Figure 1. Port wiring (run 1).
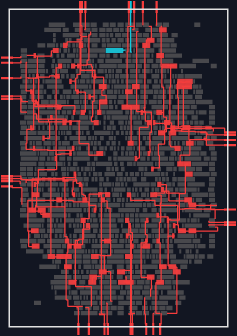
Figure 2. Where the registers sit (run 1).
The bar under the picture is 20 µm long. Other sequential cells in the stronger grey, the rest of the logic in the fainter grey.
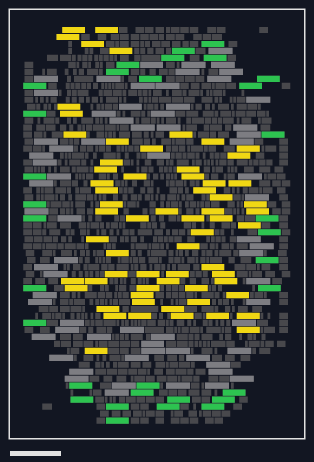
Figure 3. Signal wires by layer (run 1).
The bar under the picture is 20 µm long.
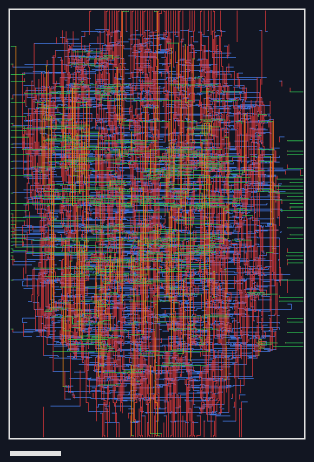
`config.mk`:
```
export PLATFORM = sky130hd
export DESIGN_NAME = rv32_clint
export DESIGN_NICKNAME = d
export VERILOG_FILES = /design/src/rtl/rv32_clint.sv
export SDC_FILE = /design/constraint.sdc
export NUM_CORES = 1
export LEC_CHECK = 0
export CORE_ASPECT_RATIO = 1.5
export CORE_MARGIN = 5
export CORE_UTILIZATION = 61
export CTS_BUF_LIST = sky130_fd_sc_hd__clkbuf_8
export CTS_CLUSTER_DIAMETER = 80
export DETAILED_ROUTE_END_ITERATION = 10
export PLACE_DENSITY = 0.95
export SYNTH_ARGS = -nofsm -noshare
export SYNTH_HDL_FRONTEND = slang
export SYNTH_SLANG_ARGS = --single-unit
```
`constraint.sdc`:
```
create_clock -name clk -period 6.3 [get_ports clk]
set_input_delay 0.63 -clock clk [delete_from_list [all_inputs] [get_ports clk]]
set_output_delay 0.63 -clock clk [all_outputs]
set_load 0.05 [all_outputs]
```
`src/rtl/rv32_clint.sv`:
```
// -----------------------------------------------------------------------------
// rv32_clint -- core-local interruptor for a single RV32 hart.
//
// Holds the 64-bit mtime counter, the 64-bit mtimecmp compare register and
// the MSIP software-interrupt bit behind a simple req/gnt/rvalid bus.
//
// Register map (byte offsets, addr_i[1:0] ignored):
//   0x0000  MSIP          bit0 R/W, bits 31:1 read 0
//   0x4000  MTIMECMP lo   0x4004  MTIMECMP hi
//   0xBFF8  MTIME lo      0xBFFC  MTIME hi
//   Any other address answers with err_o=1, rdata_o=0 and changes nothing.
//
// Ports:
//   clk, rst_n           clock, asynchronous active-low reset
//   req_i/we_i/addr_i/be_i/wdata_i   bus request (accepted in its cycle)
//   gnt_o                grant, combinationally equal to req_i
//   rvalid_o/rdata_o/err_o            response, one cycle after the grant
//   time_irq_o           registered (mtime >= mtimecmp), level
//   ipi_o                MSIP bit0
//   mtime_o              current mtime register
//
// Configuration:
//   PITO_CLINT_PRESCALER_EN  when defined, mtime ticks once every
//                            PRESCALE_DIV cycles (8-bit prescaler, 2..255);
//                            when undefined, mtime ticks every cycle and
//                            PRESCALE_DIV has no effect.
// -----------------------------------------------------------------------------
module rv32_clint #(
  parameter int unsigned PRESCALE_DIV = 4
) (
  input  logic        clk,
  input  logic        rst_n,
  input  logic        req_i,
  input  logic        we_i,
  input  logic [15:0] addr_i,
  input  logic [3:0]  be_i,
  input  logic [31:0] wdata_i,
  output logic        gnt_o,
  output logic        rvalid_o,
  output logic [31:0] rdata_o,
  output logic        err_o,
  output logic        time_irq_o,
  output logic        ipi_o,
  output logic [63:0] mtime_o
);

  // Word addresses (byte offset >> 2)
  localparam logic [13:0] LP_W_MSIP     = 14'h0000;
  localparam logic [13:0] LP_W_CMP_LO   = 14'h1000;
  localparam logic [13:0] LP_W_CMP_HI   = 14'h1001;
  localparam logic [13:0] LP_W_MTIME_LO = 14'h2FFE;
  localparam logic [13:0] LP_W_MTIME_HI = 14'h2FFF;

  logic [63:0] r_mtime;
  logic [63:0] r_mtimecmp;
  logic        r_msip;
  logic        r_time_irq;
  logic        r_rvalid;
  logic        r_err;
  logic [31:0] r_rdata;

  logic [13:0] w_word;
  logic        w_sel_msip;
  logic        w_sel_cmp_lo;
  logic        w_sel_cmp_hi;
  logic        w_sel_mtime_lo;
  logic        w_sel_mtime_hi;
  logic        w_mapped;
  logic        w_wr;
  logic        w_mtime_lo_wr;
  logic        w_mtime_hi_wr;
  logic        w_mtime_wr;
  logic        w_tick;
  logic [31:0] w_rd_mux;
  logic [63:0] w_mtime_next;
  logic [1:0]  w_unused_addr;

  // Byte-lane merge: bytes with be set take the new data, others keep old.
  function automatic logic [31:0] f_merge(input logic [31:0] old_val,
                                          input logic [31:0] new_val,
                                          input logic [3:0]  be);
    logic [31:0] res;
    res = old_val;
    for (int i = 0; i < 4; i++) begin
      if (be[i]) res[8*i +: 8] = new_val[8*i +: 8];
    end
    return res;
  endfunction

  assign w_word         = addr_i[15:2];
  assign w_unused_addr  = addr_i[1:0];
  assign w_sel_msip     = (w_word == LP_W_MSIP);
  assign w_sel_cmp_lo   = (w_word == LP_W_CMP_LO);
  assign w_sel_cmp_hi   = (w_word == LP_W_CMP_HI);
  assign w_sel_mtime_lo = (w_word == LP_W_MTIME_LO);
  assign w_sel_mtime_hi = (w_word == LP_W_MTIME_HI);
  assign w_mapped       = w_sel_msip | w_sel_cmp_lo | w_sel_cmp_hi |
                          w_sel_mtime_lo | w_sel_mtime_hi;

  assign w_wr           = req_i & we_i;
  // A be_i=0 write is a pure no-op: it neither freezes mtime nor touches the
  // prescaler.
  assign w_mtime_lo_wr  = w_wr & w_sel_mtime_lo & (|be_i);
  assign w_mtime_hi_wr  = w_wr & w_sel_mtime_hi & (|be_i);
  assign w_mtime_wr     = w_mtime_lo_wr | w_mtime_hi_wr;

`ifdef PITO_CLINT_PRESCALER_EN
  localparam logic [7:0] LP_PRESC_LAST = 8'(PRESCALE_DIV - 1);

  logic [7:0] r_presc;

  assign w_tick = (r_presc == LP_PRESC_LAST);

  // Counts 0..PRESCALE_DIV-1; a software write to mtime restarts the period
  // so the first tick after the write comes a full period later.
  always_ff @(posedge clk or negedge rst_n) begin
    if (!rst_n) begin
      r_presc <= 8'd0;
    end else if (w_mtime_wr || w_tick) begin
      r_presc <= 8'd0;
    end else begin
      r_presc <= r_presc + 8'd1;
    end
  end
`else
  localparam int unsigned LP_UNUSED_DIV = PRESCALE_DIV;

  assign w_tick = 1'b1;
`endif

  // Software writes win over a coincident tick: the merged value is loaded
  // and no increment happens that cycle.
  always_comb begin
    w_mtime_next = r_mtime;
    if (w_mtime_lo_wr) begin
      w_mtime_next = {r_mtime[63:32], f_merge(r_mtime[31:0], wdata_i, be_i)};
    end else if (w_mtime_hi_wr) begin
      w_mtime_next = {f_merge(r_mtime[63:32], wdata_i, be_i), r_mtime[31:0]};
    end else if (w_tick) begin
      w_mtime_next = r_mtime + 64'd1;
    end
  end

  // Read mux sees the pre-update register values, so a read coinciding with
  // a tick returns the pre-increment count.
  always_comb begin
    w_rd_mux = 32'd0;
    if (w_sel_msip)     w_rd_mux = {31'd0, r_msip};
    if (w_sel_cmp_lo)   w_rd_mux = r_mtimecmp[31:0];
    if (w_sel_cmp_hi)   w_rd_mux = r_mtimecmp[63:32];
    if (w_sel_mtime_lo) w_rd_mux = r_mtime[31:0];
    if (w_sel_mtime_hi) w_rd_mux = r_mtime[63:32];
  end

  always_ff @(posedge clk or negedge rst_n) begin
    if (!rst_n) begin
      r_mtime    <= 64'd0;
      r_mtimecmp <= 64'hFFFF_FFFF_FFFF_FFFF;
      r_msip     <= 1'b0;
      r_time_irq <= 1'b0;
      r_rvalid   <= 1'b0;
      r_err      <= 1'b0;
      r_rdata    <= 32'd0;
    end else begin
      r_mtime <= w_mtime_next;

      if (w_wr && w_sel_cmp_lo) begin
        r_mtimecmp[31:0] <= f_merge(r_mtimecmp[31:0], wdata_i, be_i);
      end
      if (w_wr && w_sel_cmp_hi) begin
        r_mtimecmp[63:32] <= f_merge(r_mtimecmp[63:32], wdata_i, be_i);
      end
      if (w_wr && w_sel_msip && be_i[0]) begin
        r_msip <= wdata_i[0];
      end

      // Compare uses this cycle's registers, giving one cycle of latency.
      r_time_irq <= (r_mtime >= r_mtimecmp);

      r_rvalid <= req_i;
      r_err    <= req_i & ~w_mapped;
      r_rdata  <= (req_i && !we_i && w_mapped) ? w_rd_mux : 32'd0;
    end
  end

  assign gnt_o      = req_i;
  assign rvalid_o   = r_rvalid;
  assign rdata_o    = r_rdata;
  assign err_o      = r_err;
  assign time_irq_o = r_time_irq;
  assign ipi_o      = r_msip;
  assign mtime_o    = r_mtime;

endmodule

```
==> results.toml, run 1 <==
# yosys + openroad results
[status]
status = "finished, final reports clean"

[power_and_ir_drop]
p_switching_w = 0.000640
total_power_w = 0.00219
power_leader = "registers"
swShare_pct = 29.2
powerClk_w = 0.000774
pwr-share-clk_pct = 35.4
peakVddDrop_v = 0.000261
p_seq_share_pct = 51.5

[cts]
cts_htree_levels = 4
clk_latency_ns = 0.47
postCtsSetupRepairBufs = 0
root_buffer = "clkbuf_8"
cts_made_buffers = 17

[cells_and_area]
largest_class = "logic gates"
design_area_um2 = 12100
n_all_inverters = 78
final_cell_mix = "clkdlybuf4s50_1 (152), dfrtp_1 (100), nor2_1 (94)"
comb_cells = 765
fin_cells = 1410
sh_comb_area_pct = 44.3
fillCellCount = 1058
clk_share_pct = 3.30
syn2layout_area_growth_pct = 20.8

[setup_path]
critPathKind = "in2reg"
cp_slowest_cell = "nor2_2"
startpoint = "addr_i[14]"
crit_arrival_ns = 3.90
critPathLaunchType = "primary input"
setup.worst_path.end = "mtime_o[12]"
crit_cells = 8
reg2reg_depth = 6
crit_fanout = 17

[routing]
drt_iter0_drc = 1393
first_pass_iters = 7
drt-total-wl_mm = 33.1
routedLengthMet1_mm = 10.9
highest_layer = "met4"
via_count = 9982
antenna_left = 0

[sta]
tns_ns = 0
hold_violations = 0
period_minus_slack_ns = 3.58
finalCritPeriodShare_pct = 56.8
setup-violations-final = 0
report.final.slew_viol_count = 0
relSlewSlack_pct = 9.53
whs_ns = 0.222
clock.fmax_mhz = 280

[floorplanning]
die_h_um = 167
taps = 206
coreArea_um2 = 16200
chipWidth_um = 115
die-area_um2 = 19100

[grt]
grt_use_met3_pct = 7.01
grt_start_max_net_pins = 97
grt.total_usage_pct = 34.7

[yosys]
yosysSeqAreaShare_pct = 41.8
yosysCellCount = 1053
async_flop_share_pct = 100
netlist_instances = 1053
edf_count = 0
numSynthFlops = 164
yosysMostFrequentCell = "dfrtp_1"
logic_family = "simple AND/OR/NAND/NOR gates"

[flow_run]
drv_cap = 0

[placement]
place_congestion = 0.982
dp_cells = 1376

[min_path]
hold_class = "in2async"
About Figure 1:
colour	port	bits	direction	edge	end cells	buffers	wire
cyan	`err_o`	1	output	top	1	1	24.2 µm
red	`wdata_i`	32	input	9 left, 9 bottom, 7 top, 7 right	129	32	2600 µm
IO buf count: 154
I/O pin count: 157

About Figure 2:
colour	netlist name	flops
green	`rdata_o`	32
yellow	`mtime_o`	64
not coloured	68
register area: 4180 µm²
P_seq: 0.00113 W
Util after Layout: 74.8%

About Figure 3:
colour	layer	wire length
red	M2	16400 µm
green	M3	3280 µm
orange	M4	2540 µm
blue	M1	10900 µm

## Run 2: what changed since run 1
CORE_UTILIZATION = 56   (was 61)
clock period = 3.57 ns   (was 6.3 ns; I/O delays follow)
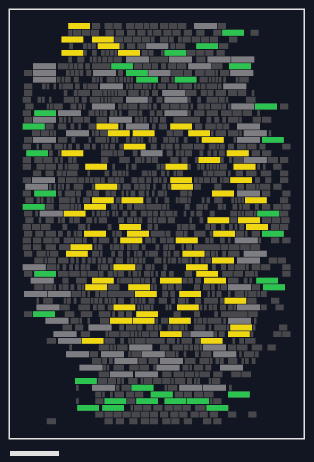
Figure 4: run 2, where the registers sit.
The bar under the picture is 20 µm long. Other sequential cells in the stronger grey, the rest of the logic in the fainter grey.
colour	netlist name	flops
green	`rdata_o`	32
yellow	`mtime_o`	64
P_seq: 0.00199 W
flop share of the area: 34.2%

==> run 2 against run 1 <==
Effect of this change:
- the run now ends with negative hold slack left
- utilization down 6.0 points
- sequential power up 76%
- clock-buffer cell count down 3
- largest power group unchanged
- clock power up 94%
- register-to-register slack worse by 2.3 ns
- non-clock buffer count rose by 11
- first-iteration DRC count decreased by 12%
- clock skew up 0.0070 ns
- total power increased by 82%
- area after synthesis unchanged
==> results.toml, run 2 <==
# yosys + openroad results
[cells_and_area]
utilization_pct = 68.7
syn2layout_area_growth_pct = 22.1
comb_cells = 765
largest_class = "logic gates"
sh_comb_area_pct = 43.8
n_all_inverters = 78
design_area_um2 = 12200
fin_cells = 1432

[floorplanning]
die_h_um = 174
ios = 157
coreArea_um2 = 17800

[power_and_ir_drop]
swShare_pct = 27.9
total_power_w = 0.00399
powerClk_w = 0.00150
peakVddDrop_v = 0.000377

[setup_path]
reg2reg_depth = 7
crit_fanout = 16
critPathKind = "in2reg"
cp_slowest_cell = "nand2_1"
setup.worst_path.end = "mtime_o[38]"
critPathLaunchType = "primary input"

[sta]
report.final.slew_viol_count = 0
finalCritPeriodShare_pct = 79.2
whs_ns = -0.0530
relSlewSlack_pct = 33.1
clock.fmax_mhz = 354
hold_violations = 3

[cts]
cts_htree_levels = 4
cts_made_buffers = 17
clk_latency_ns = 0.48

[status]
status = "finished with violations"
violations = "negative hold slack"

[yosys]
logic_family = "simple AND/OR/NAND/NOR gates"
yosysMostFrequentCell = "dfrtp_1"
yosysCellCount = 1053
netlist_instances = 1053

[routing]
via_count = 9771
antenna_left = 0
drt-total-wl_mm = 33.1

[flow_run]
drv_cap = 0
Power figures rest on the tool's default switching activity, not on a simulated workload.
